Fig. 1: the clock network
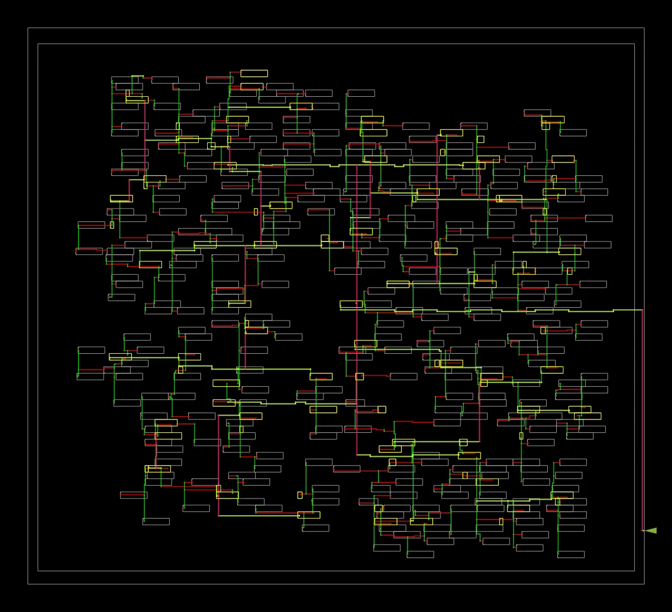
Fig. 2: placed cells, one colour a class
Fill, decap, tap and diode cells in grey.
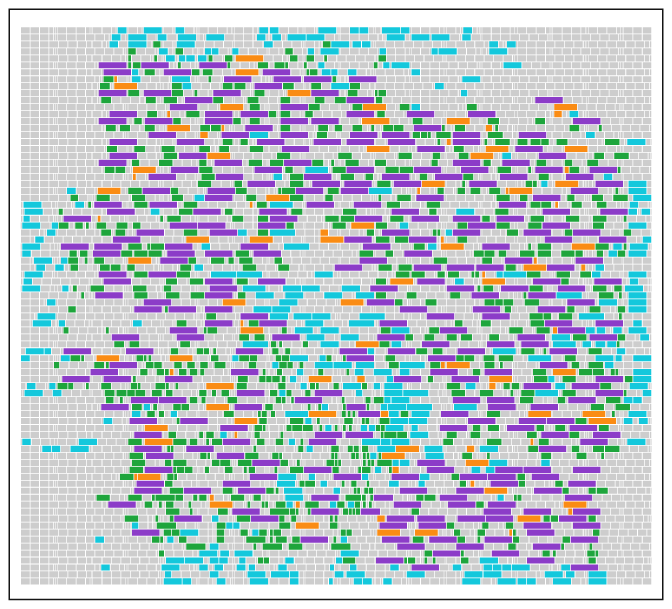
Fig. 3: wiring heat map
Bar = 100 um. 25 x 23 tiles, from dark blue (low) to red (high), scaled to the fullest tile. Values are wire area over tile area, all layers added.
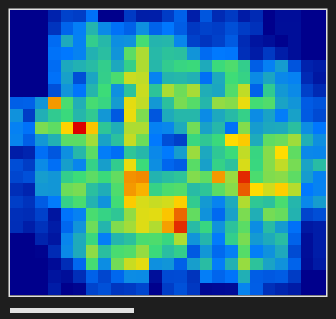
### src/rtl/alu_rs_if.sv
// +----------------------------------------------------------------------+
// | alu_rs_if : ALU issue bundle between the reservation station and ALU |
// | Revision  : 1.0                                                      |
// +----------------------------------------------------------------------+
`default_nettype none

interface alu_rs_if #(
  parameter int DATA_LEN     = 32,
  parameter int ALU_OP_WIDTH = 4,
  parameter int RRF_SEL      = 6
);
  logic                    issue_o;
  logic [ALU_OP_WIDTH-1:0] alu_op_o;
  logic [DATA_LEN-1:0]     src1_o;
  logic [DATA_LEN-1:0]     src2_o;
  logic [RRF_SEL-1:0]      rrftag_o;
  logic                    if_write_rrf_o;

  modport master (
    output issue_o, alu_op_o, src1_o, src2_o, rrftag_o, if_write_rrf_o
  );

  modport slave (
    input issue_o, alu_op_o, src1_o, src2_o, rrftag_o, if_write_rrf_o
  );
endinterface

`default_nettype wire

### src/rtl/alu_rs.sv
// +----------------------------------------------------------------------+
// | alu_rs : ALU reservation station, operand wakeup and in-order select |
// | Revision  : 1.0                                                      |
// +----------------------------------------------------------------------+
`default_nettype none

module alu_rs #(
  parameter int DATA_LEN     = 32,
  parameter int ALU_OP_WIDTH = 4,
  parameter int RRF_SEL      = 6,
  parameter int RS_ENT_NUM   = 4,
  parameter int RS_ENT_SEL   = 2
) (
  input  wire logic                    clk,
  input  wire logic                    reset,
  input  wire logic                    flush_i,
  input  wire logic                    dispatch_we_i,
  input  wire logic [ALU_OP_WIDTH-1:0] dispatch_alu_op_i,
  input  wire logic [DATA_LEN-1:0]     dispatch_src1_i,
  input  wire logic                    dispatch_src1_valid_i,
  input  wire logic [DATA_LEN-1:0]     dispatch_src2_i,
  input  wire logic                    dispatch_src2_valid_i,
  input  wire logic [RRF_SEL-1:0]      dispatch_rrftag_i,
  input  wire logic                    dispatch_if_write_rrf_i,
  input  wire logic                    wb_valid_i,
  input  wire logic [RRF_SEL-1:0]      wb_rrftag_i,
  input  wire logic [DATA_LEN-1:0]     wb_result_i,
  output logic                         full_o,
  alu_rs_if.master                     issue_if
);

  logic [RS_ENT_NUM-1:0]   r_busy;
  logic [RS_ENT_NUM-1:0]   r_src1_v;
  logic [RS_ENT_NUM-1:0]   r_src2_v;
  logic [RS_ENT_NUM-1:0]   r_wr;
  logic [ALU_OP_WIDTH-1:0] r_op   [RS_ENT_NUM];
  logic [DATA_LEN-1:0]     r_src1 [RS_ENT_NUM];
  logic [DATA_LEN-1:0]     r_src2 [RS_ENT_NUM];
  logic [RRF_SEL-1:0]      r_tag  [RS_ENT_NUM];

  logic [RS_ENT_NUM-1:0] w_ready;
  logic                  w_free_found;
  logic [RS_ENT_SEL-1:0] w_free_idx;
  logic                  w_rdy_found;
  logic [RS_ENT_SEL-1:0] w_rdy_idx;
  logic                  w_issue;
  logic                  w_dispatch;
  logic                  w_d_src1_v;
  logic                  w_d_src2_v;
  logic [DATA_LEN-1:0]   w_d_src1;
  logic [DATA_LEN-1:0]   w_d_src2;

  assign w_ready = r_busy & r_src1_v & r_src2_v;

  // Descending scan so the lowest matching index is the last one written.
  always_comb begin
    w_free_found = 1'b0;
    w_free_idx   = '0;
    w_rdy_found  = 1'b0;
    w_rdy_idx    = '0;
    for (int i = RS_ENT_NUM - 1; i >= 0; i--) begin
      if (!r_busy[i]) begin
        w_free_found = 1'b1;
        w_free_idx   = RS_ENT_SEL'(i);
      end
      if (w_ready[i]) begin
        w_rdy_found = 1'b1;
        w_rdy_idx   = RS_ENT_SEL'(i);
      end
    end
  end

  assign full_o     = reset && !w_free_found;
  assign w_dispatch = dispatch_we_i && !full_o;
  assign w_issue    = reset && !flush_i && w_rdy_found;

  always_comb begin
    w_d_src1   = dispatch_src1_i;
    w_d_src1_v = dispatch_src1_valid_i;
    w_d_src2   = dispatch_src2_i;
    w_d_src2_v = dispatch_src2_valid_i;
    if (!dispatch_src1_valid_i && wb_valid_i &&
        (dispatch_src1_i[RRF_SEL-1:0] == wb_rrftag_i)) begin
      w_d_src1   = wb_result_i;
      w_d_src1_v = 1'b1;
    end
    if (!dispatch_src2_valid_i && wb_valid_i &&
        (dispatch_src2_i[RRF_SEL-1:0] == wb_rrftag_i)) begin
      w_d_src2   = wb_result_i;
      w_d_src2_v = 1'b1;
    end
  end

  always_ff @(posedge clk) begin
    if (!reset || flush_i) begin
      r_busy <= '0;
    end else begin
      for (int i = 0; i < RS_ENT_NUM; i++) begin
        if (w_dispatch && (w_free_idx == RS_ENT_SEL'(i))) begin
          r_busy[i]   <= 1'b1;
          r_op[i]     <= dispatch_alu_op_i;
          r_src1[i]   <= w_d_src1;
          r_src1_v[i] <= w_d_src1_v;
          r_src2[i]   <= w_d_src2;
          r_src2_v[i] <= w_d_src2_v;
          r_tag[i]    <= dispatch_rrftag_i;
          r_wr[i]     <= dispatch_if_write_rrf_i;
        end else begin
          if (w_issue && (w_rdy_idx == RS_ENT_SEL'(i))) begin
            r_busy[i] <= 1'b0;
          end
          if (r_busy[i] && !r_src1_v[i] && wb_valid_i &&
              (r_src1[i][RRF_SEL-1:0] == wb_rrftag_i)) begin
            r_src1[i]   <= wb_result_i;
            r_src1_v[i] <= 1'b1;
          end
          if (r_busy[i] && !r_src2_v[i] && wb_valid_i &&
              (r_src2[i][RRF_SEL-1:0] == wb_rrftag_i)) begin
            r_src2[i]   <= wb_result_i;
            r_src2_v[i] <= 1'b1;
          end
        end
      end
    end
  end

  assign issue_if.issue_o        = w_issue;
  assign issue_if.alu_op_o       = w_issue ? r_op[w_rdy_idx]   : '0;
  assign issue_if.src1_o         = w_issue ? r_src1[w_rdy_idx] : '0;
  assign issue_if.src2_o         = w_issue ? r_src2[w_rdy_idx] : '0;
  assign issue_if.rrftag_o       = w_issue ? r_tag[w_rdy_idx]  : '0;
  assign issue_if.if_write_rrf_o = w_issue && r_wr[w_rdy_idx];

endmodule

`default_nettype wire

### src/flat_wrapper.sv
// flat-port wrapper written by rule: the top's interface ports become plain ports
module alu_rs_flat 
#(
  parameter int DATA_LEN     = 32,
  parameter int ALU_OP_WIDTH = 4,
  parameter int RRF_SEL      = 6,
  parameter int RS_ENT_NUM   = 4,
  parameter int RS_ENT_SEL   = 2
)
  (clk, reset, flush_i, dispatch_we_i, dispatch_alu_op_i, dispatch_src1_i, dispatch_src1_valid_i, dispatch_src2_i, dispatch_src2_valid_i, dispatch_rrftag_i, dispatch_if_write_rrf_i, wb_valid_i, wb_rrftag_i, wb_result_i, full_o, issue_if_issue_o, issue_if_alu_op_o, issue_if_src1_o, issue_if_src2_o, issue_if_rrftag_o, issue_if_if_write_rrf_o);
  alu_rs_if #(.DATA_LEN(DATA_LEN), .ALU_OP_WIDTH(ALU_OP_WIDTH), .RRF_SEL(RRF_SEL)) issue_if_i ();
  input  wire logic clk;
  input  wire logic reset;
  input  wire logic flush_i;
  input  wire logic dispatch_we_i;
  input  wire logic [ALU_OP_WIDTH-1:0] dispatch_alu_op_i;
  input  wire logic [DATA_LEN-1:0] dispatch_src1_i;
  input  wire logic dispatch_src1_valid_i;
  input  wire logic [DATA_LEN-1:0] dispatch_src2_i;
  input  wire logic dispatch_src2_valid_i;
  input  wire logic [RRF_SEL-1:0] dispatch_rrftag_i;
  input  wire logic dispatch_if_write_rrf_i;
  input  wire logic wb_valid_i;
  input  wire logic [RRF_SEL-1:0] wb_rrftag_i;
  input  wire logic [DATA_LEN-1:0] wb_result_i;
  output logic full_o;
  output wire logic [$bits(issue_if_i.issue_o)-1:0] issue_if_issue_o;
  output wire logic [$bits(issue_if_i.alu_op_o)-1:0] issue_if_alu_op_o;
  output wire logic [$bits(issue_if_i.src1_o)-1:0] issue_if_src1_o;
  output wire logic [$bits(issue_if_i.src2_o)-1:0] issue_if_src2_o;
  output wire logic [$bits(issue_if_i.rrftag_o)-1:0] issue_if_rrftag_o;
  output wire logic [$bits(issue_if_i.if_write_rrf_o)-1:0] issue_if_if_write_rrf_o;
  assign issue_if_issue_o = issue_if_i.issue_o;
  assign issue_if_alu_op_o = issue_if_i.alu_op_o;
  assign issue_if_src1_o = issue_if_i.src1_o;
  assign issue_if_src2_o = issue_if_i.src2_o;
  assign issue_if_rrftag_o = issue_if_i.rrftag_o;
  assign issue_if_if_write_rrf_o = issue_if_i.if_write_rrf_o;
  alu_rs #(.DATA_LEN(DATA_LEN), .ALU_OP_WIDTH(ALU_OP_WIDTH), .RRF_SEL(RRF_SEL), .RS_ENT_NUM(RS_ENT_NUM), .RS_ENT_SEL(RS_ENT_SEL)) u_core (.clk(clk), .reset(reset), .flush_i(flush_i), .dispatch_we_i(dispatch_we_i), .dispatch_alu_op_i(dispatch_alu_op_i), .dispatch_src1_i(dispatch_src1_i), .dispatch_src1_valid_i(dispatch_src1_valid_i), .dispatch_src2_i(dispatch_src2_i), .dispatch_src2_valid_i(dispatch_src2_valid_i), .dispatch_rrftag_i(dispatch_rrftag_i), .dispatch_if_write_rrf_i(dispatch_if_write_rrf_i), .wb_valid_i(wb_valid_i), .wb_rrftag_i(wb_rrftag_i), .wb_result_i(wb_result_i), .full_o(full_o), .issue_if(issue_if_i));
endmodule
### config.mk
export PLATFORM = sky130hd
export DESIGN_NAME = alu_rs_flat
export DESIGN_NICKNAME = d
export VERILOG_FILES = /design/src/rtl/alu_rs_if.sv /design/src/rtl/alu_rs.sv /design/src/flat_wrapper.sv
export SDC_FILE = /design/constraint.sdc
export NUM_CORES = 1
export LEC_CHECK = 0
export ABC_CLOCK_PERIOD_IN_PS = 3400
export CORE_ASPECT_RATIO = 0.9
export CORE_MARGIN = 4
export CORE_UTILIZATION = 30
export CTS_CLUSTER_DIAMETER = 40
export DETAILED_ROUTE_END_ITERATION = 8
export PLACE_DENSITY = 0.47
export SYNTH_ARGS = -nofsm -noshare
export SYNTH_HDL_FRONTEND = slang
export SYNTH_SLANG_ARGS = --single-unit
### constraint.sdc
create_clock -name clk -period 3.4 [get_ports clk]
set_input_delay 1.02 -clock clk [delete_from_list [all_inputs] [get_ports clk]]
set_output_delay 1.02 -clock clk [all_outputs]
set_load 0.05 [all_outputs]
==> results.json <==
{
  "hpwl_mm": 34.3,
  "hold_path_class": "flop to flop",
  "syn_area_per_cell_um2": 14.3,
  "synth_cells": 1149,
  "clock_sinks": 312,
  "lay_top_count": "edfxtp_1",
  "ctsHoldBuffers": 0,
  "numSynthFlops": 312,
  "status": "finished, violations left",
  "drive_gt1_share_pct": 46.8,
  "ys_chip_area_um2": 16400,
  "min_period_ns": 3.42,
  "worst_slew_pin_slew_ns": 0.542,
  "mostFrequentLayoutCells": "308 x edfxtp_1, 130 x nand2_1, 129 x buf_12",
  "clk_pin_slew_worst_paths_ns": 0.05,
  "yosysWarnings": 0,
  "overflow": 0,
  "leakage_nw": 8.62,
  "finalMaxSlewViolations": 0,
  "maxSlewHeadroom_pct": 63.9,
  "setup_violations": 2,
  "synth_cell_type_count": 40,
  "drt_wl_total_mm": 58.9,
  "place_ws_ns": -0.312,
  "synthesis.nets": 1269,
  "fp_util_pct": 30.6,
  "worst-path-stages": 9,
  "fin_ws_ns": -0.0155,
  "cts.htree.levels": 2,
  "ys_seq_share_pct": 57.0,
  "syn_to_final_growth_pct": 47.5,
  "min_path_cells": 2,
  "grt_max_degree": 41,
  "holdWs_ns": 0.548,
  "vias_per_cell": 5.06,
  "cts_buffer_depth": 3,
  "max_stage_delay_ns": 0.37,
  "use_met1_pct": 25.0,
  "io_pins": 197,
  "fmax_ghz": 0.293,
  "cp_max_fo": 13,
  "cts_root_buffer": "clkbuf_16",
  "cts_tree": "built",
  "cpMaxStageDelayCell": "dfxtp_4",
  "maxCapViolCount": 0,
  "rows": 80,
  "use_met3_pct": 3.77,
  "antenna_found_initial": 4,
  "ys_cells": 1149,
  "synth_area_um2": 16400,
  "powerDensity_nw_per_um2": 423,
  "reg2reg_depth": 7,
  "dieArea_um2": 58400,
  "clock_skew_ns": 0.0210,
  "vias": 11200,
  "critPathTopFamily": "buffers and inverters",
  "worstSetupPathType": "flop to output port",
  "worstPathArrival_ns": 2.40,
  "crit_required_ns": 2.38,
  "port_buffers": 196,
  "final_antenna_net_count": 0,
  "log.warning_count": 29,
  "cp_num_buf_inv": 4,
  "rsz0062_at_grt": "yes",
  "finalHoldViolCount": 0,
  "drc": 0,
  "layout.nets": 1601,
  "fp.dieW_um": 254,
  "violations": "setup timing",
  "grt-busiest-layer": "met2",
  "fp.dieH_um": 230,
  "grt_pass1_vias": 11500,
  "firstDrtPassIters": 5,
  "gp_congestion": 0.810,
  "drtIter0Drc": 680,
  "grt_pass1_wl_mm": 80.8,
  "clk_latency_ns": 0.59,
  "peakVddDrop_mv": 0.338,
  "start_kind": "flop",
  "cp-end-kind": "output port",
  "total_power_mw": 10.2,
  "met2_usage_pct": 31.7,
  "fin_crit_sh_pct": 100,
  "crit_top_cell": "buf_12",
  "core_area_um2": 53600,
  "worstPathCellList": "and3_4 -> nor2_4 -> buf_12 -> buf_16 -> a22o_1 -> a22oi_2 -> a21oi_1 -> buf_4 -> buf_12"
}
About Fig. 1:
CLK BUF: 62
total CTS buffers: 55

About Fig. 2:
Key: all other logic = green [cells 758]; clock drivers and dummy loads = orange [cells 98]; other buffers and delay cells = cyan [cells 354]; flip-flops = purple [cells 312]
final core occ: 45.1%
flop share of the area: 38.7%
final instance area: 24100 um^2

About Fig. 3:
The fullest tile reaches 0.48. 22% of the tiles are over half the peak. 9.7% of the tiles are nearly empty. The mean over all tiles is 0.16.
total track usage: 18.8%
DR WL/cell: 26.5 um

==> flip-flops by register name (all words and copies together), names as in the netlist <==
register	flops
u_core.r_busy	4
u_core.r_op	16
u_core.r_src2	128
u_core.r_tag	24
u_core.r_src1_v	4
u_core.r_wr	4
u_core.r_src1	128
u_core.r_src2_v	4
==> cell usage after synthesis, drive strengths merged <==
cell type / instances / area share, %
edfxtp: 308 / 56
mux2: 256 / 20
nand2: 154 / 3.8
a21oi: 67 / 2.0
a22o: 63 / 3.4
a22oi: 63 / 2.9
xor2: 56 / 3.0
buf: 55 / 3.4
clkbuf: 24 / 0.56
nor2: 16 / 0.38
a21o: 12 / 0.55
a31oi: 12 / 0.46
nand3: 11 / 0.34
nor3: 10 / 0.34
inv: 6 / 0.14
nand4: 6 / 0.36
nor2b: 6 / 0.23
and3: 4 / 0.15
dfxtp: 4 / 0.49
nor4: 4 / 0.15
xnor2: 4 / 0.21
nor3b: 3 / 0.20
and2: 2 / 0.076
o21ai: 2 / 0.061
nand2b: 1 / 0.038
==> worst min-delay path: stages (launching register included) <==
cell	delay, ns
dfxtp_4	0.37
a21oi_1	0.06
nor2_1	0.07
==> per-stage QoR <==
| step | instance area (um^2) | instances | setup TNS [ns] |
|---|---|---|---|
| after floorplan | 16500 | 1149 | -6.62 |
| after global placement | 20900 | 2077 | -14.00 |
| after detailed placement | 20900 | 2077 | -15.06 |
| after CTS | 23600 | 2198 | -1.30 |
| after global routing | 24100 | 2219 | -2.35 |
| final | 24100 | 2221 | -0.0230 |
==> cell type report <==
type	instances	area, um^2
clock buffer	62	1400
clock inverter	36	352
fill	4776	29400
antenna	2	5.00
multi-input combinational	752	7130
tap	697	872
timing repair buffer	354	5030
sequential	312	9340
inverter	6	22.5
==> routing by layer <==
layer,vias to the layer above,share of wire (%)
li1,5097,-
met1,5783,43
met2,296,50
met3,63,5.2
met4,4,2.0
met5,-,0.046
==> cells by family after synthesis <==
| logic type | synth area share [%] |
|---|---|
| compound gates | 9.38 |
| xor+xnor | 3.21 |
| buf+inv | 4.05 |
| flops | 57.0 |
| mux | 20.4 |
| simple gates | 6.04 |
==> power by group <==
group | internal, mW | total [mW] | switching (mW)
combinational | 0.374 | 0.676 | 0.303
sequential | 4.28 | 4.29 | 0.0133
clock | 3.33 | 5.25 | 1.93
==> repair_timing <==
item / CTS / global route
pin swaps: 30 / 31
gates cloned: 9 / 14
resized: 105 / 47
buffers inserted: 16 / 11
endpoints found under the setup margin: 76 / 76
==> final timing paths <==
| path | start | to | slack, ns |
|---|---|---|---|
| worst max-delay path | u_core.r_busy[2] | issue_if_src1_o[25] | -0.02 |
| worst min-delay path | u_core.r_busy[2] | u_core.r_busy[2] | 0.55 |
| worst max register to register | u_core.r_src2_v[1] | u_core.r_src2[1][18] | 1.19 |
| worst min register to register | u_core.r_busy[2] | u_core.r_busy[2] | 0.55 |
Power is estimated from default activity; no workload was simulated.
